**The metal 3 layer**

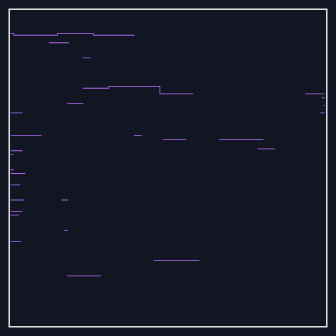
**Placement view**

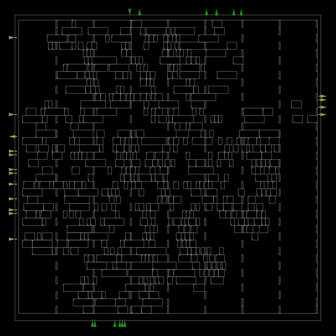
**Port wiring**

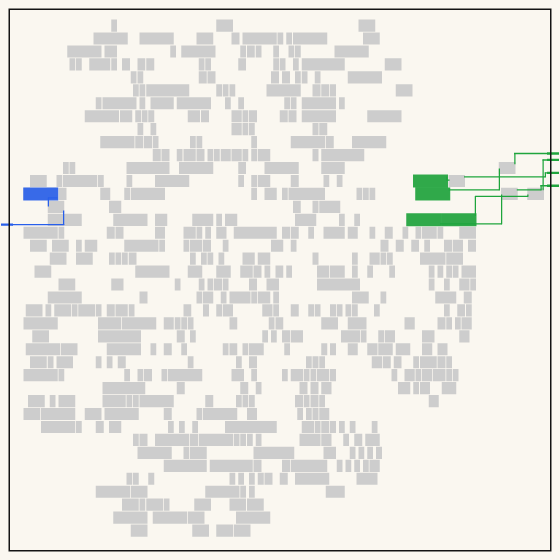
<file path="config.mk">
export PLATFORM = sky130hd
export DESIGN_NAME = display_scan_ctrl
export DESIGN_NICKNAME = d
export VERILOG_FILES = /design/src/rtl/display_scan_ctrl.sv
export SDC_FILE = /design/constraint.sdc
export NUM_CORES = 1
export LEC_CHECK = 0
export ABC_AREA = 1
export CAP_MARGIN = 25
export CORE_UTILIZATION = 25
export DETAILED_ROUTE_END_ITERATION = 10
export PLACE_DENSITY_LB_ADDON = 0.15
export SLEW_MARGIN = 10
export SYNTH_ARGS = -nofsm -noshare
export SYNTH_HDL_FRONTEND = slang
export SYNTH_SLANG_ARGS = --single-unit
</file>
<file path="constraint.sdc">
create_clock -name clk -period 3.1 [get_ports clk]
set_clock_uncertainty 0.15 [all_clocks]
set_input_delay 0.62 -clock clk [delete_from_list [all_inputs] [get_ports clk]]
set_output_delay 0.62 -clock clk [all_outputs]
set_load 0.03 [all_outputs]
</file>
<file path="src/rtl/display_scan_ctrl.sv">
// Scans the two road countdown timers onto one shared digit-code bus with active-low anodes.
// A per-slot dead time avoids ghosting; new timer values take effect only at frame boundaries.
module display_scan_ctrl #(
  parameter int SCAN_DIV  = 50000,
  parameter int BLANK_CYC = 16,
  parameter bit BLANK_LZ  = 1'b1
) (
  input  logic       clk,
  input  logic       rst_n,
  input  logic [6:0] cnt_a,
  input  logic [6:0] cnt_b,
  input  logic       upd,
  input  logic       disp_en,
  output logic       upd_ack,
  output logic       frame,
  output logic [3:0] dig_code,
  output logic [3:0] an
);

  localparam int PW = $clog2(SCAN_DIV);

  logic [PW-1:0]   r_presc;
  logic [1:0]      r_sel;
  logic [1:0][6:0] r_stage;
  logic [1:0][6:0] r_shadow;
  logic            r_pend;
  logic            r_ack;
  logic            r_frame;
  logic [3:0]      r_an;
  logic [3:0]      r_code;

  logic            w_tick;
  logic            w_boundary;
  logic            w_blank;
  logic [3:0]      w_ones [2];
  logic [3:0]      w_tens_code [2];
  logic [3:0]      w_slot_code;

  assign w_tick     = (r_presc == PW'(SCAN_DIV - 1));
  assign w_boundary = w_tick && (r_sel == 2'd3);
  assign w_blank    = (r_presc < PW'(BLANK_CYC)) || !disp_en;

  // Per road: clamp to two digits, split, and optionally blank a leading zero.
  genvar gi;
  generate
    for (gi = 0; gi < 2; gi++) begin : g_road
      logic [6:0] w_v;
      logic [3:0] w_tens;
      assign w_v            = (r_shadow[gi] > 7'd99) ? 7'd99 : r_shadow[gi];
      assign w_ones[gi]     = 4'(w_v % 7'd10);
      assign w_tens         = 4'(w_v / 7'd10);
      assign w_tens_code[gi] = (BLANK_LZ && (w_tens == 4'd0)) ? 4'd10 : w_tens;
    end
  endgenerate

  always_comb begin
    w_slot_code = 4'd10;
    case (r_sel)
      2'd0: w_slot_code = w_ones[0];
      2'd1: w_slot_code = w_tens_code[0];
      2'd2: w_slot_code = w_ones[1];
      2'd3: w_slot_code = w_tens_code[1];
      default: w_slot_code = 4'd10;
    endcase
  end

  always_ff @(posedge clk) begin
    if (!rst_n) begin
      r_presc <= '0;
      r_sel   <= '0;
    end else begin
      r_presc <= w_tick ? '0 : r_presc + PW'(1);
      if (w_tick) r_sel <= r_sel + 2'd1;
    end
  end

  // Staging collects the latest request; shadow changes only at the frame wrap.
  // An update on the wrap cycle itself bypasses staging so it is not lost.
  always_ff @(posedge clk) begin
    if (!rst_n) begin
      r_stage  <= '0;
      r_shadow <= '0;
      r_pend   <= 1'b0;
      r_ack    <= 1'b0;
      r_frame  <= 1'b0;
    end else begin
      if (upd) r_stage <= {cnt_b, cnt_a};
      r_frame <= w_boundary;
      r_ack   <= w_boundary && (upd || r_pend);
      if (w_boundary) begin
        r_pend <= 1'b0;
        if (upd)         r_shadow <= {cnt_b, cnt_a};
        else if (r_pend) r_shadow <= r_stage;
      end else if (upd) begin
        r_pend <= 1'b1;
      end
    end
  end

  always_ff @(posedge clk) begin
    if (!rst_n) begin
      r_an   <= 4'b1111;
      r_code <= 4'd10;
    end else if (w_blank) begin
      r_an   <= 4'b1111;
      r_code <= 4'd10;
    end else begin
      r_an   <= ~(4'b0001 << r_sel);
      r_code <= w_slot_code;
    end
  end

  assign upd_ack  = r_ack;
  assign frame    = r_frame;
  assign an       = r_an;
  assign dig_code = r_code;

endmodule

</file>
==> impl_metrics.env <==
# physical design summary
export IMPL_outcome="completed"
export IMPL_yosys_area_um2=3100
export IMPL_wl_per_cell_um=10.7
export IMPL_startpoint="r_sel[0]"
export IMPL_first_iter_violations=107
export IMPL_via_per_inst=4.28
export IMPL_grt_busiest_layer="met2"
export IMPL_clk_share=0.0771
export IMPL_final_cell_area_um2=4090
export IMPL_grt_pass1_vias=2786
export IMPL_setup_slack_ps=268
export IMPL_p_per_area_nw_per_um2=450
export IMPL_power_frac_comb=0.041
export IMPL_crit_arrival_ps=2900
export IMPL_internal_power_uw=1490
export IMPL_ys_types=36
export IMPL_most_common_cell="nand2_1"
export IMPL_p_switching_uw=352
export IMPL_die_h_um=113
export IMPL_grt_max_degree=21
export IMPL_netlist_instances=456
export IMPL_setup_violations=0
export IMPL_logic_gates=325
export IMPL_pg_comb_uw=75.3
Back to the opening pictures, 'the metal 3 layer':
wire length on this layer: 218 µm
longest straight run: 18.4 µm
nets with wire on the layer: 21
final WL: 7260 µm
GRT met3 Usage: 0.0292
total number of vias: 2,903

Back to the opening pictures, 'placement view':
Core Box Area: 12,100 µm²
tap cell count: 168
post-layout util: 0.339
row count: 40

Back to the opening pictures, 'port wiring':
| colour | port | bits | direction | edge | end cells | buffers | wire |
|---|---|---|---|---|---|---|---|
| blue | upd_ack | 1 | output | left | 1 | 1 | 17.2 µm |
| green | dig_code | 4 | output | right | 4 | 4 | 91.6 µm |
IO buf count: 27
I/O pins: 28

## state kept, by name (all words and copies together) (netlist names)
signal	count
an	4
dig_code	4
frame	1
r_pend	1
r_presc	16
r_sel	2
r_shadow	14
r_stage	14
upd_ack	1
## timing repair
action | 4_1_cts | 5_1_grt
hold buffers | 0 | 0
endpoints found under the setup margin | 2 | 4
pin swaps | 0 | 5
setup buffers | 0 | 5
resized | 2 | 29
gates cloned | 0 | 0
## critical path, cell delays in order, from the launching register on
cell and delay [ps]:
dfxtp_2 340, inv_2 70, ha_4 180, inv_2 100, nand2_1 80, nand2_2 100
nor2_2 60, a21oi_2 170, nand2_2 70, nand2_2 100, nand3_2 70, nand2_2 110
nand2_2 80, nand2_2 80, nand2_2 60, nand2_1 90, nand2_1 50, inv_1 70
ha_2 190, inv_1 50, nand3_2 80, nand3_2 90, xor2_1 150, nand2_1 80
nand2_1 50
## cell families (layout without fill, tap and decap cells)
group,count (synthesis),after routing,synth area share
adders and majority gates,10,10,0.0403
DFF,57,57,0.368
and+or+nand+nor,232,232,0.333
muxes,14,14,0.0451
xor gates and xnor gates,2,2,0.00564
buffers and inverters,74,128,0.0899
AOI/OAI and AO/OA,67,67,0.119
## final timing paths
check / to / slack [ps] / depth (start not counted)
min: r_presc[0] / 300 / 1
min reg2reg: r_presc[0] / 300 / 1
max: dig_code[1] / 270 / 24
max reg2reg: dig_code[1] / 270 / 24
## cells in the final DEF, fill, tap and decap left out, drive strengths merged
cell           count
nor3b              3
clkbuf            13
dfxtp             57
clkinv             2
nor2              57
bufinv             1
xor2               2
a22o               1
nand4              3
o21ai             27
a211oi             1
a21oi             30
o211ai             1
clkdlybuf4s50     27
a31oi              1
buf               18
nor4               3
o21a               3
a21boi             2
nand3b             3
mux2i             14
nand3             27
o31ai              1
nand2            130
nor3               6
inv               67
ha                10
